--- config.mk ---
export PLATFORM = sky130hd
export DESIGN_NAME = uart_tx_arbiter
export DESIGN_NICKNAME = d
export VERILOG_FILES = /design/src/rtl/uart_tx_arbiter.sv
export SDC_FILE = /design/constraint.sdc
export NUM_CORES = 1
export LEC_CHECK = 0
export CORE_MARGIN = 2
export CORE_UTILIZATION = 38
export CTS_CLUSTER_DIAMETER = 80
export CTS_CLUSTER_SIZE = 8
export DETAILED_ROUTE_END_ITERATION = 6
export PLACE_DENSITY_LB_ADDON = 0.15
export SYNTH_ARGS = -nofsm -noshare
export SYNTH_HDL_FRONTEND = slang
export SYNTH_SLANG_ARGS = --single-unit
--- constraint.sdc ---
create_clock -name clk -period 3 [get_ports clk]
set_input_delay 0.6 -clock clk [delete_from_list [all_inputs] [get_ports clk]]
set_output_delay 0.6 -clock clk [all_outputs]
set_load 0.05 [all_outputs]
--- src/rtl/uart_tx_arbiter.sv ---
// Round-robin arbiter sharing one uart_tx write port between NREQ byte producers.
// Define UART_ARB_PKT_LOCK_EN to keep the port with one owner until i_req_last (or LOCK_TMO idle cycles).
module uart_tx_arbiter #(
  parameter int NREQ     = 4,
  parameter int DLEN     = 8,
  parameter int LOCK_TMO = 1024
) (
  input  logic                 clk,
  input  logic                 rstn,
  input  logic [NREQ-1:0]      i_req_valid,
  output logic [NREQ-1:0]      o_req_ready,
  input  logic [NREQ*DLEN-1:0] i_req_data,
  input  logic [NREQ-1:0]      i_req_last,
  output logic                 o_wvalid,
  input  logic                 i_wready,
  output logic [DLEN-1:0]      o_wdata,
  output logic [NREQ-1:0]      o_grant,
  output logic                 o_busy
);
  localparam int PW = (NREQ > 1) ? $clog2(NREQ) : 1;

`ifdef UART_ARB_PKT_LOCK_EN
  localparam int CW = $clog2(LOCK_TMO);
  typedef enum logic [1:0] {S_IDLE, S_SEND, S_LOCK} state_t;
  logic [CW-1:0] r_cnt;
  logic          r_hold_last;
  logic          w_sel_last;
  logic          w_own_valid;
`else
  typedef enum logic {S_IDLE, S_SEND} state_t;
  logic w_unused_last;
  assign w_unused_last = ^i_req_last;
`endif

  state_t          r_state, w_nstate;
  logic [PW-1:0]   r_ptr, r_grant;
  logic [DLEN-1:0] r_hold_data;
  logic [PW-1:0]   w_win, w_load_idx;
  logic [DLEN-1:0] w_sel_data;
  logic            w_found, w_load, w_done, w_gnt_en;

  // Two passes: indices above ptr first, then wrap to 0..ptr.
  always_comb begin
    w_found = 1'b0;
    w_win   = '0;
    for (int j = 0; j < NREQ; j++)
      if (!w_found && i_req_valid[j] && (PW'(j) > r_ptr)) begin
        w_found = 1'b1;
        w_win   = PW'(j);
      end
    for (int j = 0; j < NREQ; j++)
      if (!w_found && i_req_valid[j] && (PW'(j) <= r_ptr)) begin
        w_found = 1'b1;
        w_win   = PW'(j);
      end
  end

  always_comb begin
    w_nstate   = r_state;
    w_load     = 1'b0;
    w_load_idx = r_grant;
    w_done     = 1'b0;
    w_gnt_en   = 1'b0;
    o_wvalid   = 1'b0;
`ifdef UART_ARB_PKT_LOCK_EN
    w_own_valid = 1'b0;
    for (int j = 0; j < NREQ; j++)
      if (PW'(j) == r_grant) w_own_valid = i_req_valid[j];
`endif
    // Reset masks accepts so nothing is taken while rstn is low.
    if (rstn) begin
      case (r_state)
        S_IDLE: if (w_found) begin
          w_load     = 1'b1;
          w_load_idx = w_win;
          w_nstate   = S_SEND;
        end
        S_SEND: begin
          o_wvalid = 1'b1;
          w_gnt_en = 1'b1;
          if (i_wready) begin
            w_done   = 1'b1;
            w_nstate = S_IDLE;
`ifdef UART_ARB_PKT_LOCK_EN
            if (!r_hold_last) w_nstate = S_LOCK;
`endif
          end
        end
`ifdef UART_ARB_PKT_LOCK_EN
        S_LOCK: begin
          w_gnt_en = 1'b1;
          if (w_own_valid) begin
            w_load   = 1'b1;
            w_nstate = S_SEND;
          end else if (r_cnt == CW'(LOCK_TMO - 1)) begin
            w_nstate = S_IDLE;
          end
        end
`endif
        default: w_nstate = S_IDLE;
      endcase
    end
  end

  always_comb begin
    o_req_ready = '0;
    o_grant     = '0;
    w_sel_data  = '0;
`ifdef UART_ARB_PKT_LOCK_EN
    w_sel_last  = 1'b0;
`endif
    for (int j = 0; j < NREQ; j++) begin
      o_req_ready[j] = w_load && (PW'(j) == w_load_idx);
      o_grant[j]     = w_gnt_en && (PW'(j) == r_grant);
      if (PW'(j) == w_load_idx) begin
        w_sel_data = i_req_data[j*DLEN +: DLEN];
`ifdef UART_ARB_PKT_LOCK_EN
        w_sel_last = i_req_last[j];
`endif
      end
    end
  end

  always_ff @(posedge clk) begin
    if (!rstn) begin
      r_state     <= S_IDLE;
      r_ptr       <= PW'(NREQ - 1);
      r_grant     <= '0;
      r_hold_data <= '0;
`ifdef UART_ARB_PKT_LOCK_EN
      r_hold_last <= 1'b1;
      r_cnt       <= '0;
`endif
    end else begin
      r_state <= w_nstate;
      if (w_load) begin
        r_hold_data <= w_sel_data;
        r_grant     <= w_load_idx;
`ifdef UART_ARB_PKT_LOCK_EN
        r_hold_last <= w_sel_last;
`endif
      end
      if (w_done) r_ptr <= r_grant;
`ifdef UART_ARB_PKT_LOCK_EN
      if (r_state == S_LOCK && w_nstate == S_LOCK) r_cnt <= r_cnt + 1'b1;
      else                                         r_cnt <= '0;
`endif
    end
  end

  assign o_wdata = r_hold_data;
  assign o_busy  = (r_state != S_IDLE);
endmodule

==> COMMIT_EDITMSG <==
Record implementation results from latest flow run

- Outcome: complete, no violations
- Leaving out the clock tree, the finished layout contains an inverter count of 3.
* Area fraction in xor and xnor cells: 0%
- Worst setup path end: o_req_ready[3]
- Sequential group power: 0.219 mW
* Min Hold Slack: 0.472 ns
- Clock buffers in the final layout number 3.
* Hold Path Class: flip-flop to flip-flop
- The die covers 2880 µm².
* Antenna violations before repair: 0
- Before any placement, the netlist area is recorded as 937 µm².
- Synthesis handed over a netlist of 117 instances.
- The cell that appears most often on the critical path is buf_4.
* Worst setup slack after layout: 0.0907 ns
- Total wire length after detailed routing: 3210 µm
* Fmax: 344 MHz
- Yosys stat chip area: roughly 940 µm²
- The final layout contains a sequential cell count of 13.
* Number of nets in the synthesized netlist: 160
* Setup repair after global routing missed its margin: yes
* Data arrival time of the worst path: 2.31 ns
* Global-route layer with the greatest usage: met2
- Power Dens Cells: 423 nW/µm²
- Area occupied by multi-input gates: a little over 600 µm²
- Met1 track demand over resource: 27.0%
- Length of routed met2 wiring: 1650 µm
* Crit-path cells: clkdlybuf4s50_1, buf_4, mux2i_1, o22ai_1, or2_2, nand2_1, nor2_1, buf_4
* Post-Synth AOI/OAI Area: 27.4%
* Clock buffer and inverter area fraction after layout: 1.62%
- Vertical die dimension: 53.7 µm
- Cell with the largest stage delay on the worst path: clkdlybuf4s50_1
- Across the whole layout, multi-input logic makes up between 30% and 40% of the cell area.
- Most frequent logic cell in the layout: clkdlybuf4s50_1
- Counting endpoints that fail hold in the final report gives 0.
- Residual DRC: 0
- TritonCTS clock tree: yes
- Between the synthesized netlist and the finished layout, the area growth was recorded as 81.4%.
- In this run the number of H-tree levels came out at 1.
- Share of the yosys chip area belonging to registers: between 20% and 30%
- The floorplan has 17 rows.
- Crit path max-delay family: buffers and inverters
- Vias per inst: 5.51
* Mux area share: 7.48%
- Leaving out fill and tap cells, the most frequent cells in the layout are clkdlybuf4s50_1 (47), nor3_1 (17), buf_4 (15), dfxtp_1 (13), nand3_1 (10).
- The post-route netlist has 21.2% of its cells at a drive strength greater than 1.
- Quantity of gates resized following cts: 1
- Number of top-level design ports: 61
- Sequential cell area: 260 µm²
- Summing all placed instances gives a cell area of between 1500 and 2000 µm².
- Prevailing logic family in the synthesized netlist: simple AND/OR/NAND/NOR gates
- Reg2reg setup slack: 1.18 ns
- For this sky-water flow run, the detailed-routed wirelength per cell is reported as approximately 15 µm.
* Distinct lib cells: 32
* Hold bufs inserted after CTS: 0
* Critical path's largest stage delay: 0.56 ns
- Switching component of the power: 0.296 mW
- The count of nets left with antenna violations once routing finished came out at 0.
- The final timing report counts setup violations totalling 0.
- Number of DRC violations after detailed-routing iteration 0: 24
* Number of flip-flops under the largest register name: 8
- Looking at the group totals, the largest power group turns out to be combinational cells.
* Count of library flops with an enable pin: 0
- The combinational power reported by the tool is 0.386 mW.
* Tally of OpenROAD warnings: 31
- Main flop type: dfxtp_1
- The max-slew check reports its worst relative slack as 65.4%.
- Signal buffers share of area: 43.7%
- The total overflow left after global routing is 0.
* Commonest cells in the synthesized netlist: nor3_1 (17), dfxtp_1 (13), nand3_1 (10), o21ai_0 (9), o221ai_1 (8)
- Total number of nets in the final design: 228
- The final power report lists total power as just over 0.7 mW.
- Across every metal layer, demand over resource in global routing totals 24.0%.
- Per the synthesis report, the dominant area consumer among library cells is dfxtp_1.
* Max_cap viols: 0
- Share of the core filled with cells: 74.7%
* Max-area cell class: buffers
- Summed negative setup slack over all endpoints: 0 ns
* Critical Path Source: i_req_valid[3]
* Cell Int Power: 0.422 mW
- Once the floorplan was initialized, standard cells occupied between 40% and 50% of the core.
* CTS clock-pin slew for the worst setup and hold paths: 0.09 ns
- In this run switching power makes up 41.2% of total power.
- The clock arrives with 0.00132 ns of skew.
- For this run, the detailed router's first-pass iteration total came to 5.
* CP max FO: 5
- Clk pwr: 0.114 mW
- The detailed router put a total of between 1000 and 1500 µm of wire on met1.
- Signal routing reaches up to met4.
* Placed Cells incl. Taps: about 210
- Inserted tap cell count: 28
- The final timing report lists a max-slew violation count of 0.
* Top post-synthesis cells by area: dfxtp_1 (28%), nor3_1 (9.1%), mux2i_1 (7.5%), o221ai_1 (7.5%), o31ai_1 (5.6%)
* Placeable core area: 2280 µm²
- For this run the top cell type by instance count after synthesis was nor3_1.
* CTS Buf Count: 3
- In the finished design, the share of the clock period the worst path needs comes to around 97%.
* Registers, synthesis: 13
- The cell-mix breakdown from Yosys lists the adder-cell area share as 0%.
- Category of the worst setup path launch point: input port
- Gate power share: between 50% and 60%
* Post-CTS Setup Repair Bufs: 0
- In the setup report, the worst path falls into the class input port to output pin.
- And+or+nand+nor area frac: 29.9%
- Routability-driven placement finished with a final weighted congestion of ~0.86.
* Depth of the critical timing path with buffers and inverters included: 8
- According to the dpl log, the detail-placed design has an HPWL of between 2000 and 2500 µm.
- The synthesized netlist was found by Yosys to have around 120 cells.
- The script reports the combined buffer and inverter count of the critical path as 3.
- The worst hold path was traced through 2 stages.
- The worst setup path is captured at an output pin.
- Synthesized area divided by synthesized cell count: 8.01 µm²
- Looking at hold timing, the worst path starts from o_wdata[4].
- At the worst endpoint, the required time is 2.40 ns.
- For the finished layout, the period the worst path requires is roughly 2.9 ns.
- Non-clock buffers: roughly 70
* Met2 track utilization from global routing: about 45%
- Total number of multi-input combinational cells: between 90 and 100
- Once layout is done, the placed cells without fillers occupy 1700 µm².
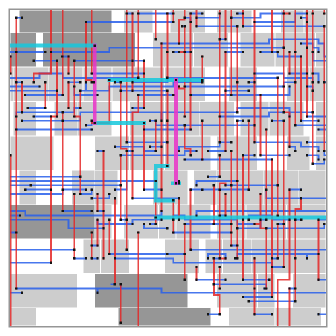
**Above:** zoomed window.
Region (14, 4) to (39, 29) µm. Cells in gray, sequential cells in the stronger gray; small squares are vias.
cyan -> M3
magenta -> M4
blue -> M1
red -> M2
most frequent = buf_4 (9), o21ai_0 (6), dfxtp_1 (5)
netlist names of flops here include = `r_ptr` (2)
sequential cells in the window = 5
cells with their middle in the window = 62

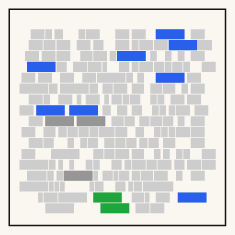
**Above:** sequential cells grouped by signal name.
(4 px per µm) Other sequential cells in the stronger gray, the rest of the logic in the fainter gray.
green -> `r_ptr`  # flops 2
blue -> `o_wdata`  # flops 8
not colored = 3

Power is estimated from default activity; no workload was simulated.
